Figure 1. Selected gate families (run 1).
Scale: 2 px per um.
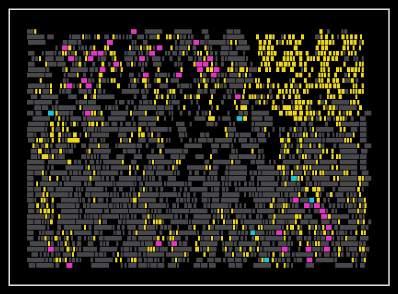
Figure 2. Routing congestion (run 1).
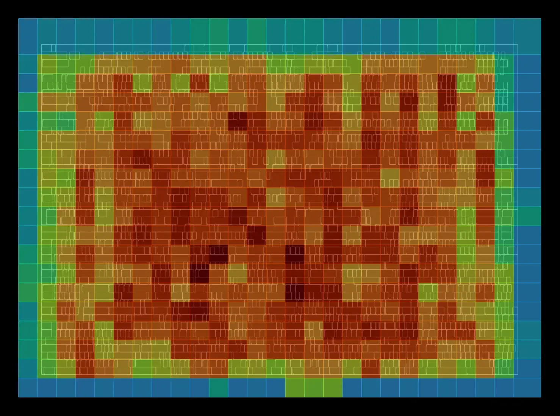
Figure 3. Met1 routing (run 1).
Scale: 2 px per um. Supply wires on this layer in grey.
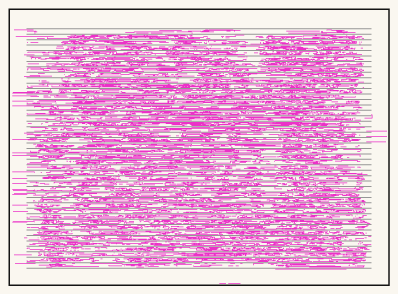
===== config.mk =====
export PLATFORM = sky130hd
export DESIGN_NAME = seq_alu
export DESIGN_NICKNAME = d
export VERILOG_FILES = /design/src/rtl/alu_pkg.sv /design/src/rtl/alu_iter_dp.sv /design/src/rtl/seq_alu.sv
export SDC_FILE = /design/constraint.sdc
export NUM_CORES = 1
export LEC_CHECK = 0
export ABC_AREA = 1
export CAP_MARGIN = 20
export CORE_ASPECT_RATIO = 0.7
export CORE_MARGIN = 8
export CORE_UTILIZATION = 62
export DETAILED_ROUTE_END_ITERATION = 8
export PLACE_DENSITY = 0.8
export SLEW_MARGIN = 20
export SYNTH_ARGS = -nofsm -noshare
export SYNTH_HDL_FRONTEND = slang
export SYNTH_SLANG_ARGS = --single-unit

===== constraint.sdc =====
create_clock -name clk -period 6.15 [get_ports clk]
set_input_delay 1.23 -clock clk [delete_from_list [all_inputs] [get_ports clk]]
set_output_delay 1.23 -clock clk [all_outputs]
set_load 0.005 [all_outputs]

===== src/rtl/alu_pkg.sv =====
// Shared definitions for the sequential ALU: opcode encoding, FSM states,
// iterative-op kinds and flag bit positions.
package alu_pkg;

    localparam logic [4:0] OP_HLT = 5'd0;
    localparam logic [4:0] OP_ADD = 5'd1;
    localparam logic [4:0] OP_SUB = 5'd2;
    localparam logic [4:0] OP_LSR = 5'd3;
    localparam logic [4:0] OP_LSL = 5'd4;
    localparam logic [4:0] OP_RSR = 5'd5;
    localparam logic [4:0] OP_RSL = 5'd6;
    localparam logic [4:0] OP_MUL = 5'd7;
    localparam logic [4:0] OP_DIV = 5'd8;
    localparam logic [4:0] OP_MOD = 5'd9;
    localparam logic [4:0] OP_AND = 5'd10;
    localparam logic [4:0] OP_OR  = 5'd11;
    localparam logic [4:0] OP_XOR = 5'd12;
    localparam logic [4:0] OP_NOT = 5'd13;
    localparam logic [4:0] OP_CMP = 5'd14;
    localparam logic [4:0] OP_TST = 5'd15;
    localparam logic [4:0] OP_INC = 5'd16;
    localparam logic [4:0] OP_DEC = 5'd17;
    localparam logic [4:0] OP_NOP = 5'd31;

    typedef enum logic [1:0] {
        IDLE,
        EXEC,
        DONE
    } state_e;

    typedef enum logic [1:0] {
        IT_MUL,
        IT_DIV,
        IT_RSL,
        IT_RSR
    } iter_kind_e;

    typedef enum logic [1:0] {
        FLAG_Z = 2'd0,
        FLAG_N = 2'd1,
        FLAG_C = 2'd2,
        FLAG_V = 2'd3
    } flag_idx_e;

    function automatic logic [3:0] pack_flags(input logic z, input logic n,
                                              input logic c, input logic v);
        logic [3:0] f;
        f         = '0;
        f[FLAG_Z] = z;
        f[FLAG_N] = n;
        f[FLAG_C] = c;
        f[FLAG_V] = v;
        return f;
    endfunction

endpackage


===== src/rtl/alu_iter_dp.sv =====
// Iterative datapath: shift-add multiplier, restoring divider and
// one-position-per-cycle rotator, sharing a single down-counter.
module alu_iter_dp
    import alu_pkg::*;
#(
    parameter int WIDTH = 16,
    parameter int CNTW  = $clog2(WIDTH) + 1
) (
    input  logic             clk,
    input  logic             rst,
    input  logic             load,
    input  logic             step,
    input  iter_kind_e       kind,
    input  logic [WIDTH-1:0] a,
    input  logic [WIDTH-1:0] b,
    input  logic [CNTW-1:0]  cnt_init,
    output logic [WIDTH-1:0] hi,
    output logic [WIDTH-1:0] lo,
    output logic [WIDTH-1:0] rot,
    output logic             cnt_last
);

    iter_kind_e       kind_q;
    logic [WIDTH-1:0] opb_q;
    logic [WIDTH-1:0] hi_q;
    logic [WIDTH-1:0] lo_q;
    logic [WIDTH-1:0] rot_q;
    logic [CNTW-1:0]  cnt_q;

    logic [WIDTH:0]   mul_sum;
    logic [WIDTH:0]   div_shift;
    logic             div_fits;
    logic [WIDTH-1:0] div_diff;

    // hi/lo double as product {hi,lo} for MUL and as remainder/quotient for DIV
    assign mul_sum   = {1'b0, hi_q} + (lo_q[0] ? {1'b0, opb_q} : '0);
    assign div_shift = {hi_q, lo_q[WIDTH-1]};
    assign div_fits  = (div_shift >= {1'b0, opb_q});
    assign div_diff  = div_shift[WIDTH-1:0] - opb_q;

    always_ff @(posedge clk or posedge rst) begin
        if (rst) begin
            kind_q <= IT_MUL;
            opb_q  <= '0;
            hi_q   <= '0;
            lo_q   <= '0;
            rot_q  <= '0;
            cnt_q  <= '0;
        end else if (load) begin
            kind_q <= kind;
            opb_q  <= b;
            hi_q   <= '0;
            lo_q   <= a;
            rot_q  <= a;
            cnt_q  <= cnt_init;
        end else if (step) begin
            cnt_q <= cnt_q - CNTW'(1);
            case (kind_q)
                IT_MUL: begin
                    hi_q <= mul_sum[WIDTH:1];
                    lo_q <= {mul_sum[0], lo_q[WIDTH-1:1]};
                end
                IT_DIV: begin
                    hi_q <= div_fits ? div_diff : div_shift[WIDTH-1:0];
                    lo_q <= {lo_q[WIDTH-2:0], div_fits};
                end
                IT_RSL: rot_q <= {rot_q[WIDTH-2:0], rot_q[WIDTH-1]};
                IT_RSR: rot_q <= {rot_q[0], rot_q[WIDTH-1:1]};
                default: ;
            endcase
        end
    end

    assign hi       = hi_q;
    assign lo       = lo_q;
    assign rot      = rot_q;
    assign cnt_last = (cnt_q == CNTW'(1));

endmodule


===== src/rtl/seq_alu.sv =====
// Multi-cycle WIDTH-bit ALU with bgn/rdy handshake; results and flags are
// registered and written only when the operation completes.
module seq_alu
    import alu_pkg::*;
#(
    parameter int WIDTH = 16
) (
    input  logic             clk,
    input  logic             rst,
    input  logic             bgn,
    input  logic [4:0]       opcode,
    input  logic [WIDTH-1:0] a,
    input  logic [WIDTH-1:0] b,
    output logic [WIDTH-1:0] acc1,
    output logic [WIDTH-1:0] acc2,
    output logic             zero,
    output logic             negative,
    output logic             carry,
    output logic             overflow,
    output logic             rdy,
    output logic             busy,
    output logic             halted
);

    localparam int               CNTW  = $clog2(WIDTH) + 1;
    localparam logic [WIDTH-1:0] W_VAL = WIDTH'(WIDTH);

    state_e           state, state_nx;
    logic [WIDTH-1:0] a_q, b_q;
    logic [4:0]       op_q;
    logic [WIDTH-1:0] acc1_q, acc2_q;
    logic [3:0]       flags_q;
    logic             rdy_q, halted_q;

    logic             accept, needs_exec, dp_load, dp_step, cnt_last;
    iter_kind_e       dp_kind;
    logic [CNTW-1:0]  cnt_init;
    logic [WIDTH-1:0] rot_amt, dp_hi, dp_lo, dp_rot;

    assign accept  = (state == IDLE) && bgn && !halted_q;
    assign rot_amt = b % W_VAL;

    alu_iter_dp #(.WIDTH(WIDTH), .CNTW(CNTW)) u_iter (
        .clk      (clk),
        .rst      (rst),
        .load     (dp_load),
        .step     (dp_step),
        .kind     (dp_kind),
        .a        (a),
        .b        (b),
        .cnt_init (cnt_init),
        .hi       (dp_hi),
        .lo       (dp_lo),
        .rot      (dp_rot),
        .cnt_last (cnt_last)
    );

    always_ff @(posedge clk or posedge rst) begin
        if (rst) state <= IDLE;
        else     state <= state_nx;
    end

    // Divide by zero and zero-count rotates never enter EXEC
    always_comb begin
        state_nx   = state;
        dp_load    = 1'b0;
        dp_step    = 1'b0;
        dp_kind    = IT_MUL;
        cnt_init   = '0;
        needs_exec = 1'b0;
        case (opcode)
            OP_MUL: begin
                dp_kind    = IT_MUL;
                cnt_init   = CNTW'(WIDTH);
                needs_exec = 1'b1;
            end
            OP_DIV, OP_MOD: begin
                dp_kind    = IT_DIV;
                cnt_init   = CNTW'(WIDTH);
                needs_exec = (b != '0);
            end
            OP_RSL: begin
                dp_kind    = IT_RSL;
                cnt_init   = CNTW'(rot_amt);
                needs_exec = (rot_amt != '0);
            end
            OP_RSR: begin
                dp_kind    = IT_RSR;
                cnt_init   = CNTW'(rot_amt);
                needs_exec = (rot_amt != '0);
            end
            default: ;
        endcase
        case (state)
            IDLE: if (accept) begin
                dp_load  = 1'b1;
                state_nx = needs_exec ? EXEC : DONE;
            end
            EXEC: begin
                dp_step = 1'b1;
                if (cnt_last) state_nx = DONE;
            end
            DONE:    state_nx = IDLE;
            default: state_nx = IDLE;
        endcase
    end

    logic [WIDTH-1:0] opnd2, add_res, sub_res, and_res, simple_res, div_q, div_r;
    logic [WIDTH:0]   add_full;
    logic             add_v, sub_v, borrow, div0;
    logic [WIDTH-1:0] nxt_acc1, nxt_acc2;
    logic [3:0]       nxt_flags;

    assign opnd2    = (op_q == OP_INC || op_q == OP_DEC) ? WIDTH'(1) : b_q;
    assign add_full = {1'b0, a_q} + {1'b0, opnd2};
    assign add_res  = add_full[WIDTH-1:0];
    assign sub_res  = a_q - opnd2;
    assign and_res  = a_q & b_q;
    assign borrow   = (a_q < opnd2);
    assign add_v    = (a_q[WIDTH-1] == opnd2[WIDTH-1]) && (add_res[WIDTH-1] != a_q[WIDTH-1]);
    assign sub_v    = (a_q[WIDTH-1] != opnd2[WIDTH-1]) && (sub_res[WIDTH-1] != a_q[WIDTH-1]);
    assign div0     = (b_q == '0);
    assign div_q    = div0 ? '1  : dp_lo;
    assign div_r    = div0 ? a_q : dp_hi;

    always_comb begin
        simple_res = '0;
        case (op_q)
            OP_AND:         simple_res = and_res;
            OP_OR:          simple_res = a_q | b_q;
            OP_XOR:         simple_res = a_q ^ b_q;
            OP_NOT:         simple_res = ~a_q;
            OP_LSL:         simple_res = (b_q >= W_VAL) ? '0 : (a_q << b_q);
            OP_LSR:         simple_res = (b_q >= W_VAL) ? '0 : (a_q >> b_q);
            OP_RSL, OP_RSR: simple_res = dp_rot;
            default: ;
        endcase
    end

    // CMP/TST, NOP, HLT and unknown opcodes leave the accumulators untouched
    always_comb begin
        nxt_acc1  = acc1_q;
        nxt_acc2  = acc2_q;
        nxt_flags = flags_q;
        case (op_q)
            OP_ADD, OP_INC: begin
                nxt_acc1  = add_res;
                nxt_acc2  = '0;
                nxt_flags = pack_flags(add_res == '0, add_res[WIDTH-1], add_full[WIDTH], add_v);
            end
            OP_SUB, OP_DEC: begin
                nxt_acc1  = sub_res;
                nxt_acc2  = '0;
                nxt_flags = pack_flags(sub_res == '0, sub_res[WIDTH-1], borrow, sub_v);
            end
            OP_CMP: nxt_flags = pack_flags(sub_res == '0, sub_res[WIDTH-1], borrow, sub_v);
            OP_TST: nxt_flags = pack_flags(and_res == '0, and_res[WIDTH-1], 1'b0, 1'b0);
            OP_AND, OP_OR, OP_XOR, OP_NOT, OP_LSL, OP_LSR, OP_RSL, OP_RSR: begin
                nxt_acc1  = simple_res;
                nxt_acc2  = '0;
                nxt_flags = pack_flags(simple_res == '0, simple_res[WIDTH-1], 1'b0, 1'b0);
            end
            OP_MUL: begin
                nxt_acc1  = dp_lo;
                nxt_acc2  = dp_hi;
                nxt_flags = pack_flags({dp_hi, dp_lo} == '0, dp_hi[WIDTH-1], 1'b0, dp_hi != '0);
            end
            OP_DIV, OP_MOD: begin
                nxt_acc1  = div_q;
                nxt_acc2  = div_r;
                nxt_flags = pack_flags({div_r, div_q} == '0, div_q[WIDTH-1], 1'b0, div0);
            end
            default: ;
        endcase
    end

    always_ff @(posedge clk or posedge rst) begin
        if (rst) begin
            a_q      <= '0;
            b_q      <= '0;
            op_q     <= OP_NOP;
            acc1_q   <= '0;
            acc2_q   <= '0;
            flags_q  <= '0;
            rdy_q    <= 1'b0;
            halted_q <= 1'b0;
        end else begin
            rdy_q <= 1'b0;
            if (accept) begin
                a_q  <= a;
                b_q  <= b;
                op_q <= opcode;
            end
            if (state == DONE) begin
                acc1_q  <= nxt_acc1;
                acc2_q  <= nxt_acc2;
                flags_q <= nxt_flags;
                rdy_q   <= 1'b1;
                if (op_q == OP_HLT) halted_q <= 1'b1;
            end
        end
    end

    assign acc1     = acc1_q;
    assign acc2     = acc2_q;
    assign zero     = flags_q[FLAG_Z];
    assign negative = flags_q[FLAG_N];
    assign carry    = flags_q[FLAG_C];
    assign overflow = flags_q[FLAG_V];
    assign rdy      = rdy_q;
    assign busy     = (state != IDLE);
    assign halted   = halted_q;

endmodule


==> job_summary.md, run 1 <==
## Synthesis and layout report

| Metric | Value |
|---|---|
| Post-synth regs | `148` |
| Setup TNS | `0 ns` |
| Die ar. | `26,000 um2` |
| Vert. Die Dim | `137 um` |
| Synth Area in XOR/XNOR | `0.0283` |
| Pwr Total | `9.97 mW` |
| Critical Path RT | `6.47 ns` |
| Count of library flops with an enable pin | `0` |
| Die X-Extent | `189 um` |
| ANT cells | `1` |
| Setup ws final | `2.26 ns` |
| F_max | `0.257 GHz` |
| Mapped Area | `13,000 um2` |
| Bufs w/o clock | `94` |
| CTS root buffer | `clkbuf_16` |
| Area fraction in mux cells | `0` |
| CTS tree | `yes` |
| Fin area | `14,500 um2` |
| TritonRoute pass-1 iters | `9` |
| CP max FO | `20` |
| Core region area | `20,600 um2` |
| # Cells Yosys | `1,926` |
| Power density cells | `686 nW/um2` |
| Uppermost layer routed | `met5` |
| FF+latch area | `3710 um2` |
| Area grow syn2layout | `11.7%` |
| Hold Path Depth | `2` |
| RSZ-0062 raised after global routing | `no` |
| Worst path max stage delay | `0.59 ns` |
| Post-layout minimum cycle time | `3.89 ns` |
| Crit. Startpoint | `u_iter.lo[15]$_DFFE_PP0P_` |
| Top non-seq family | `simple AND/OR/NAND/NOR gates` |
| Multi-In Gates | `1,444` |
| Stages on worst setup path | `15` |
| Logic area | `8000 um2` |
| Int Power | `4.16 mW` |
| VDD IR-drop max | `0.484 mV` |
| Top cell type by instance count after synthesis | `nand2_1` |
| CP arrival | `4.21 ns` |
| Row cnt | `44` |
| Outcome | `finished clean` |
| Worst-path clk slew | `0.08 ns` |
| CTS Buf Count | `17` |
| Slew Viols, Final | `0` |
| Worst slew pin tran | `1.00 ns` |
| Setup-failing EPs final | `0` |
| Sequential fraction of the synthesis area | `0.285` |
| Final antenna-violating net count | `0` |
| Max Cap Viol | `0` |
| Pre-CTS WS | `2.37 ns` |
| NonClk Buf Share | `0.0628` |
| Clock-cell share | `0.0412` |
| FF-to-FF setup slack | `2.26 ns` |
| Tcrit/Tclk final | `0.632` |
| Nonclk inv count | `254` |
| Cts hold-fix bufs | `0` |
| Hold Vio Cnt, Final | `0` |
| Clock power frac | `0.108` |
| Layout cells sized above 1 | `0.0568` |
| CP Cell Sequence | `inv_1, ha_1, inv_1, nand3_1, nand3_1, a21oi_1, o21ai_1, nand3_1, nand2_1, nand4_1, nand2_1, inv_1, nand2_1, a21oi_1, o32ai_1` |
Back to the opening pictures, Figure 1:
- AND-OR and OR-AND gates: cyan (cells 6)
- NAND gates: yellow (cells 640; where widely spread)
- XOR/XNOR gates: magenta (cells 42; where widely spread)
Layout Cells excl Fill: 2,249
most numerous logic cell after layout: nand2_1
Comb area share: 0.551

Back to the opening pictures, Figure 2:
met2 usage: 0.544
Layout Utilization: 0.704
GRT Total Usage: 0.392

Back to the opening pictures, Figure 3:
- share of all routed wire: 39%
- wire length on this layer: 20.2 mm
- longest straight run: 55.4 um
- main direction: horizontal
- nets with wire on the layer: 1,938
Post-Route WL: 51,700 um
Via Count: 14,900
GRT met1 Usage: 0.533

Figure 4. Layout detail (run 1).
Region (80, 81) to (110, 111) um. Cells in grey, sequential cells in the stronger grey; small squares are vias.
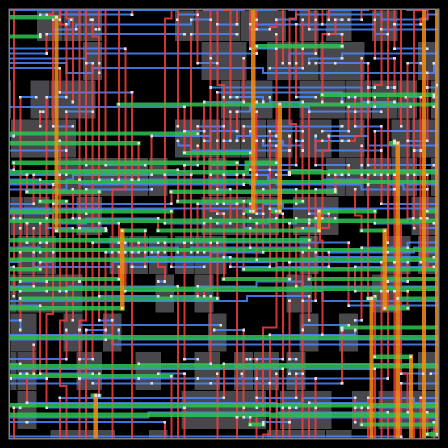

## Run 2: what changed since run 1
--- a/config.mk
+++ b/config.mk
@@ -9,9 +9,9 @@
 export CAP_MARGIN = 20
 export CORE_ASPECT_RATIO = 0.7
 export CORE_MARGIN = 8
-export CORE_UTILIZATION = 62
+export CORE_UTILIZATION = 56
 export DETAILED_ROUTE_END_ITERATION = 8
-export PLACE_DENSITY = 0.8
+export PLACE_DENSITY = 0.76
 export SLEW_MARGIN = 20
 export SYNTH_ARGS = -nofsm -noshare
 export SYNTH_HDL_FRONTEND = slang
==> constraint.sdc (replaced) <==
create_clock -name clk -period 3.4 [get_ports clk]
set_input_delay 0.68 -clock clk [delete_from_list [all_inputs] [get_ports clk]]
set_output_delay 0.68 -clock clk [all_outputs]
set_load 0.005 [all_outputs]
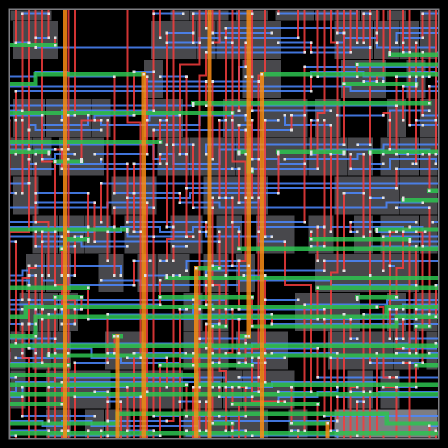
Figure 5: run 2, layout detail.
Region (84, 85) to (114, 115) um. Cells in grey, sequential cells in the stronger grey; small squares are vias.
- met3: green
- met1: blue
- met4: orange
- met2: red
- netlist names of flops here include: b_q (1)
- most frequent: nand2_1 (17), nor2_1 (9)
- cells with their middle in the window: 91
- sequential cells in the window: 1

==> run 2 against run 1 <==
  * Flip-flop count unchanged
  * Utilization decreased by 3.9 points
  * Combinational power increased by 97%
  * The run now ends with DRC left
  * Highest routed layer is now met4
  * Critical path type unchanged
  * First-iteration DRC count decreased by 24%
==> job_summary.md, run 2 <==
## Synthesis and layout report

| Metric | Value |
|---|---|
| Power density cells | `1250 nW/um2` |
| Layout cells sized above 1 | `0.0903` |
| Met2 usage | `0.496` |
| Via Count | `14,900` |
| CP Cell Sequence | `buf_4, nand2_2, nor2_2, inv_2, nand4_1, nor2_1, nand3_2, nor3_4, nand2_1, nand2_2, inv_2, buf_4, o221ai_1, nand2_1` |
| ANT cells | `0` |
| Count of library flops with an enable pin | `0` |
| NonClk Buf Share | `0.0965` |
| GRT Total Usage | `0.367` |
| Setup TNS | `0 ns` |
| CTS tree | `yes` |
| Most numerous logic cell after layout | `nand2_1` |
| DRT iter0 DRCs | `2,205` |
| FF-to-FF setup slack | `0.12 ns` |
| Core region area | `22,700 um2` |
| Tcrit/Tclk final | `0.964` |
| Sequential fraction of the synthesis area | `0.285` |
| Logic area | `8040 um2` |
| Synth Area in XOR/XNOR | `0.0283` |
| # Cells Yosys | `1,926` |
| VDD IR-drop max | `0.586 mV` |
| Pwr Total | `18.9 mW` |
| Setup-failing EPs final | `0` |
| Outcome | `complete, but fails checks` |
| Layout Utilization | `0.665` |
| Violated checks | `DRC` |
| Area fraction in mux cells | `0` |
| Max Cap Viol | `0` |
| Row cnt | `46` |
| Post-Synth AOI/OAI Area | `0.206` |
| Hold Vio Cnt, Final | `0` |
| Stages on worst setup path | `14` |
| Fraction of registers with async set/reset | `1.00` |
| Pre-CTS WS | `0.0940 ns` |
| Slew Viols, Final | `0` |
| CP arrival | `3.65 ns` |
| Buf+Inv Stages, Crit Path | `4` |
| FF+latch area | `3710 um2` |
| CTS root buffer | `clkbuf_16` |
| Bufs w/o clock | `160` |
| Hold Path Depth | `2` |
| Vias per Instance | `6.34` |
| Post-layout minimum cycle time | `3.28 ns` |
| Top cell type by instance count after synthesis | `nand2_1` |
| Layout Cells excl Fill | `2,350` |
| Uppermost layer routed | `met4` |
| Fin area | `15,100 um2` |
| Worst path max stage delay | `0.54 ns` |
| Int Power | `8.28 mW` |
| Comb area share | `0.531` |
| Multi-In Gates | `1,444` |
| Cell area leaders | `dfrtp_1 27%, nand2_1 13%, ha_1 9.4%` |
| Nonclk inv count | `254` |
| Clock-cell share | `0.0377` |
| CTS Buf Count | `17` |
| Crit. Startpoint | `op_q[1]$_DFFE_PP1P_` |
| Die ar. | `28,500 um2` |
| Final antenna-violating net count | `0` |
| Worst-path clk slew | `0.07 ns` |
| Largest net degree at the start of global routing | `74` |
| Area grow syn2layout | `16.2%` |
| CP max FO | `17` |
| Post-synth regs | `148` |
| Mapped Area | `13,000 um2` |
| Setup ws final | `0.124 ns` |
| Cts hold-fix bufs | `0` |
| Die X-Extent | `198 um` |
| Clock power frac | `0.100` |
| DRC violations left | `3` |
| TritonRoute pass-1 iters | `9` |
| Worst slew pin tran | `0.828 ns` |
| Post-Route WL | `52,200 um` |
Power and IR drop assume default switching activity.
